**Sizing map**

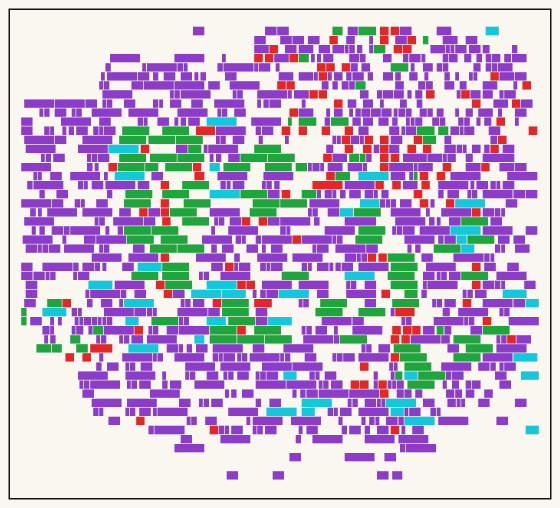
**Nets reached from selected ports**

Bar = 50 um.
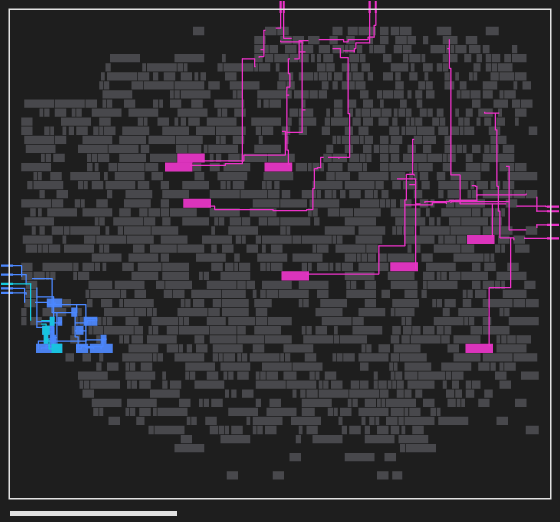
**Cells coloured by class**

Fill, decap, tap and diode cells in grey.
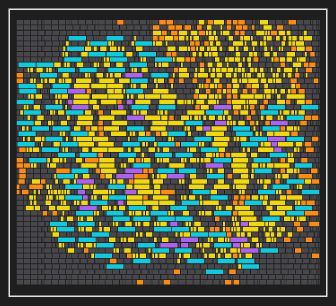
**Cell outlines without signal wires**

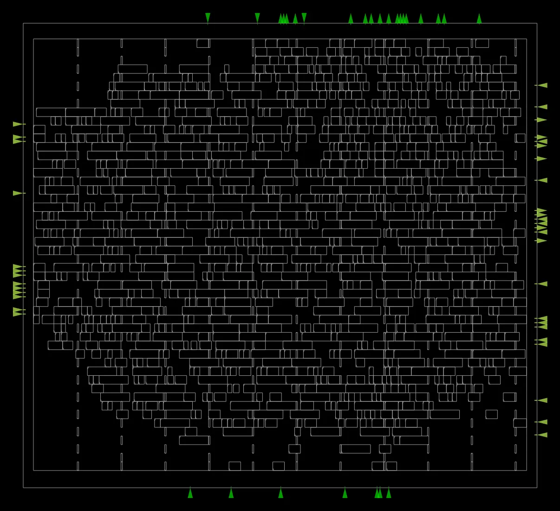
File: config.mk
export PLATFORM = sky130hd
export DESIGN_NAME = regfile_alu
export DESIGN_NICKNAME = d
export VERILOG_FILES = /design/src/rtl/regfile_alu.sv
export SDC_FILE = /design/constraint.sdc
export NUM_CORES = 1
export LEC_CHECK = 0
export CORE_ASPECT_RATIO = 0.9
export CORE_MARGIN = 3
export CORE_UTILIZATION = 43
export CTS_BUF_LIST = sky130_fd_sc_hd__clkbuf_16
export CTS_CLUSTER_SIZE = 16
export DETAILED_ROUTE_END_ITERATION = 8
export SLEW_MARGIN = 30
export SYNTH_ARGS = -nofsm -noshare
export SYNTH_HDL_FRONTEND = slang
export SYNTH_SLANG_ARGS = --single-unit
File: constraint.sdc
create_clock -name clk -period 5.55 [get_ports clk]
set_input_delay 1.11 -clock clk [delete_from_list [all_inputs] [get_ports clk]]
set_output_delay 1.11 -clock clk [all_outputs]
set_load 0.03 [all_outputs]
File: src/rtl/regfile_alu.sv
// regfile_alu -- datapath core of the 8-bit CPU.
//
// A 16-entry register file with two synchronous write ports and two
// combinational read ports, feeding a combinational ALU. Registers 14/15
// hold the program counter (low/high byte); the sequencer updates both in
// one cycle by using the two write ports together.
//
// Ports:
//   clk                  clock, all state updates on the rising edge
//   rst_n                asynchronous active-low reset, clears every register
//   write0/waddr0/wdata0 write port 0 (ALU write-back path)
//   write1/waddr1/wdata1 write port 1; wins a same-address collision
//   raddr0 -> rdata0     read port 0, ALU operand A
//   raddr1 -> rdata1     read port 1, ALU operand B
//   alu_op               ALU function: ADD SUB AND OR NOT XOR SHL SHR
//   alu_result/alu_carry ALU result and carry/flag
//
// Configuration macro: REGFILE_ZERO_REG_EN
//   defined   -> register 0 is hardwired to zero (writes ignored, reads 0)
//   undefined -> register 0 is an ordinary register
module regfile_alu #(
  parameter int WIDTH_WORD = 8,
  parameter int WIDTH_SEG  = 4
) (
  input  logic                  clk,
  input  logic                  rst_n,
  input  logic                  write0,
  input  logic                  write1,
  input  logic [WIDTH_SEG-1:0]  waddr0,
  input  logic [WIDTH_WORD-1:0] wdata0,
  input  logic [WIDTH_SEG-1:0]  waddr1,
  input  logic [WIDTH_WORD-1:0] wdata1,
  input  logic [WIDTH_SEG-1:0]  raddr0,
  output logic [WIDTH_WORD-1:0] rdata0,
  input  logic [WIDTH_SEG-1:0]  raddr1,
  output logic [WIDTH_WORD-1:0] rdata1,
  input  logic [2:0]            alu_op,
  output logic [WIDTH_WORD-1:0] alu_result,
  output logic                  alu_carry
);

  localparam int DEPTH = 2 ** WIDTH_SEG;

  logic [WIDTH_WORD-1:0] regs_r [DEPTH];
  logic                  we0_s;
  logic                  we1_s;
  logic [WIDTH_WORD-1:0] a_s;
  logic [WIDTH_WORD-1:0] b_s;
  logic [WIDTH_WORD:0]   sum_s;
  logic [WIDTH_WORD:0]   diff_s;

  // Effective write enables; with the zero register, writes to r0 are dropped.
`ifdef REGFILE_ZERO_REG_EN
  assign we0_s = write0 && (waddr0 != {WIDTH_SEG{1'b0}});
  assign we1_s = write1 && (waddr1 != {WIDTH_SEG{1'b0}});
`else
  assign we0_s = write0;
  assign we1_s = write1;
`endif

  // Register file storage. Port 1 is assigned last so it wins a collision.
  always_ff @(posedge clk or negedge rst_n) begin
    if (!rst_n) begin
      for (int i = 0; i < DEPTH; i++) begin
        regs_r[i] <= {WIDTH_WORD{1'b0}};
      end
    end else begin
      if (we0_s) begin
        regs_r[waddr0] <= wdata0;
      end
      if (we1_s) begin
        regs_r[waddr1] <= wdata1;
      end
    end
  end

  // Combinational read ports; no write-to-read bypass, so a same-cycle
  // write becomes visible only after the edge.
  always_comb begin
    rdata0 = regs_r[raddr0];
    rdata1 = regs_r[raddr1];
`ifdef REGFILE_ZERO_REG_EN
    if (raddr0 == {WIDTH_SEG{1'b0}}) begin
      rdata0 = {WIDTH_WORD{1'b0}};
    end else begin
      rdata0 = regs_r[raddr0];
    end
    if (raddr1 == {WIDTH_SEG{1'b0}}) begin
      rdata1 = {WIDTH_WORD{1'b0}};
    end else begin
      rdata1 = regs_r[raddr1];
    end
`endif
  end

  assign a_s    = rdata0;
  assign b_s    = rdata1;
  assign sum_s  = {1'b0, a_s} + {1'b0, b_s};
  // Bit WIDTH_WORD of the widened difference is the borrow; carry is its inverse.
  assign diff_s = {1'b0, a_s} - {1'b0, b_s};

  // ALU function decode.
  always_comb begin
    alu_result = {WIDTH_WORD{1'b0}};
    alu_carry  = 1'b0;
    case (alu_op)
      3'b000: begin
        alu_result = sum_s[WIDTH_WORD-1:0];
        alu_carry  = sum_s[WIDTH_WORD];
      end
      3'b001: begin
        alu_result = diff_s[WIDTH_WORD-1:0];
        alu_carry  = ~diff_s[WIDTH_WORD];
      end
      3'b010: begin
        alu_result = a_s & b_s;
        alu_carry  = 1'b0;
      end
      3'b011: begin
        alu_result = a_s | b_s;
        alu_carry  = 1'b0;
      end
      3'b100: begin
        alu_result = ~a_s;
        alu_carry  = 1'b0;
      end
      3'b101: begin
        alu_result = a_s ^ b_s;
        alu_carry  = 1'b0;
      end
      3'b110: begin
        alu_result = {a_s[WIDTH_WORD-2:0], 1'b0};
        alu_carry  = a_s[WIDTH_WORD-1];
      end
      3'b111: begin
        alu_result = {1'b0, a_s[WIDTH_WORD-1:1]};
        alu_carry  = a_s[0];
      end
      default: begin
        alu_result = {WIDTH_WORD{1'b0}};
        alu_carry  = 1'b0;
      end
    endcase
  end

endmodule

==> notes.md <==
run results: number of buffers and inverters on the critical path=7, largest power group=combinational cells, Achievable Freq=0.184 GHz, count of buffers inserted at the top-level ports=63, Worst path max stage delay=550 ps, Clock net power=1120 uW, adder-cell share of the synthesized area=4.01%, sequential cell count of the final layout=128, slew margin rel.=34.0%, fraction of power consumed by combinational cells=44.0%, leading cell type by number of instances after synthesis=mux2i_1, placed wire-length estimate=22300 um, Req. time, crit path=4440 ps, tally of yosys warning messages=0, Hold Path Class=register to register, CTS tree=done, drt first pass iters=5, combinational group power=1980 uW, leading cell types by count after synthesis=140 x mux2i_1, 128 x dfrtp_1, 111 x nor2_1, number of enable flip-flop cells=0, Final Wtd Congestion=0.916, final std cell area, no fill=11600 um2, final-stage net count=1109, Inverters excl. clock=25, setup slack of the critical path after layout=125 ps, largest registers=regs_r (128), net switching component of the power=1710 uW, remaining number of nets flagged by the antenna check after routing=0, final non-filler cell total=1340, ordered list of cells on the worst path=buf_2 -> buf_12 -> buf_12 -> mux4_2 -> mux4_2 -> inv_1 -> ha_4 -> inv_1 -> a221oi_2 -> buf_4 -> mux2i_1 -> nor2_1 -> nor3_1 -> a22oi_1 -> dlygate4sd2_1, post-synthesis chip area from yosys=9420 um2, area after detailed placement=10900 um2, pin slew with the least headroom to its limit=989 ps, run status=finished, final reports clean, Peak supply drop=0.000200 V, level count of the clock H-tree=4, register bit count reported by yosys=128, Maximum Capacitance Violations=0, type of element launching the critical path=input pin, overall via count from detail_route=8114, worst clock skew=0 ps, largest non-sequential cell family by area=multiplexers, Reg area=3200 um2, Finish-stage setup viols=0, Clk Tree Root Cell=clkbuf_16, Total GRT Usage=27.2%, fraction of synthesized area in multiplexers=32.9%, Die H=146 um, hold path startpoint=regs_r[108], unrepaired setup endpoints after global routing=false, latest clock arrival within the worst-skew pair=430 ps, category of the most critical setup path=input pin to primary output, number of flip-flops in the largest register=128, cells after synthesis=932, final worst path period need=5420 ps, routed length per instance=24.1 um, number of standard-cell rows in the floorplan=50, Top class by area=multi-input combinational cells, clock-pin slew on the worst setup and hold paths=60 ps, Non-Clock Buffer Area Fraction=12.9%, portion of synthesized cell area occupied by the leading cell type=34.0%, post-synthesis cell area=9420 um2, minimum setup slack after placement=-321 ps, antenna violations before repair=0, depth of the worst register-to-register path=2, logic area=5890 um2, Synth Seq Share=34.0%, logic gate fraction of the total cell area=50.6%, number of global-route vias before repair=7844, Synthesized Nets=1000, #MultiIn Comb=700, leading register cell type out of synthesis=dfrtp_1, wire length of the first global-routing pass=48600 um, largest area contributor in the synthesized netlist=dfrtp_1, total power divided by cell area=387 nW/um2, overall chip area=23700 um2, largest fanout on the critical path=13, Post-CTS Setup Bufs=0, antenna diode instance count=0, grt ovf=0, number of hold-slack violations in the final timing report=0, count of final max-slew check failures=0, Worst Hold Path Cells=2, Mapped Avg Cell Area=10.1 um2, Internal Pwr Total=2790 uW, Routed WL=32200 um, area added between synthesis and finish=23.6%, reported leakage power=0.00495 uW, number of hold buffers added after cts=0, library cell contributing the largest single delay on the critical path=mux4_2, die outline width=162 um, maximum number of pins on one net before global-route repair=71, number of placed I/O pins=64, number of well taps=286, clock buffer count in the final layout=17, number of cells on the critical path=15, Resized Gates After CTS=5, most flop-heavy register=regs_r, Crit Reg-Reg Startpoint=regs_r[114], ClkCell Share=5.04%, layout cells sized above 1=24.2%, number of unique standard cell types used by synthesis=59, Seq group=1400 uW
Notes on 'sizing map' above:
legend:
  x1 and smaller:
    colour: purple
    cells: 799
    most_used: mux2i_1
  x3 and x4:
    colour: red
    cells: 112
    most_used: buf_4
  x2:
    colour: green
    cells: 103
    most_used: mux4_2
  x6 and larger:
    colour: cyan
    cells: 40
    most_used: clkbuf_16

Notes on 'nets reached from selected ports' above:
legend:
  rdata1:
    colour: magenta
    bits: 8
    direction: output
    edge: 4 right, 4 top
    end_cells: 8
    buffers: 14
    wire: 743 um
  write1:
    colour: cyan
    bits: 1
    direction: input
    edge: left
    end_cells: 4
    buffers: 1
    wire: 31.1 um
  waddr1:
    colour: blue
    bits: 4
    direction: input
    edge: left
    end_cells: 16
    buffers: 4
    wire: 228 um

Notes on 'cells coloured by class' above:
legend:
  remaining buffers and delay cells:
    colour: orange
    cells: 169
  clock drivers and dummy loads:
    colour: purple
    cells: 32
  remaining logic cells:
    colour: yellow
    cells: 725
  sequential cells:
    colour: cyan
    cells: 128

Notes on 'cell outlines without signal wires' above:
filler instances: 1904
Placeable Area: 21100 um2

-- per-layer routing --
layer  GRT usage (%)  share of wire [%]  vias to the layer above  wire, um
met2            41.3                 45                      391     14500
li1                -                  -                     3633         -
met5               0               0.25                        -        79
met4            8.32                2.5                        2       812
met1            39.2                 44                     4033     14100
met3            6.01                8.6                       55      2790
-- kinds of logic (layout without fill, tap and decap cells) --
logic type | count (synthesis) | count (layout)
AND/OR/NAND/NOR | 245 | 245
multiplexers | 217 | 217
AND-OR/OR-AND | 202 | 202
flip-flops | 128 | 128
buffers and inverters | 104 | 226
adder cells (fa/ha/maj) | 29 | 29
XOR/XNOR | 7 | 7
-- through the flow --
step | util (%) | power [uW] | hold WS (ps) | setup TNS (ps)
2_1_floorplan | - | 2530 | 541 | 0
3_3_place_gp | 51.3 | 3260 | 572 | -443
3_5_place_dp | 51.4 | 3280 | 589 | -551
4_1_cts | 54.2 | 4410 | 603 | 0
5_1_grt | 55.0 | 4740 | 624 | 0
6_report | 55.0 | 4500 | 600 | 0
-- cells in the final DEF (no fill, tap or decap), drive strengths merged, types with 7 or more instances in the layout --
cell / n
dfrtp: 128
a21oi: 98
clkbuf: 19
mux4: 73
nand3: 11
buf: 115
nand2b: 7
nand2: 70
nor2b: 12
ha: 27
nor2: 111
nor3: 9
o21ai: 58
clkdlybuf4s50: 48
mux2i: 140
inv: 33
-- path summary, 6_finish.rpt --
kind / to / slack, ps
min in group asynchronous: regs_r[103] / 710
hold / removal: regs_r[108] / 600
hold reg to reg: regs_r[108] / 600
setup reg to reg: regs_r[114] / 4710
max in group asynchronous: regs_r[106] / 3920
setup / recovery: alu_result[5] / 130
Power and IR drop assume default switching activity.
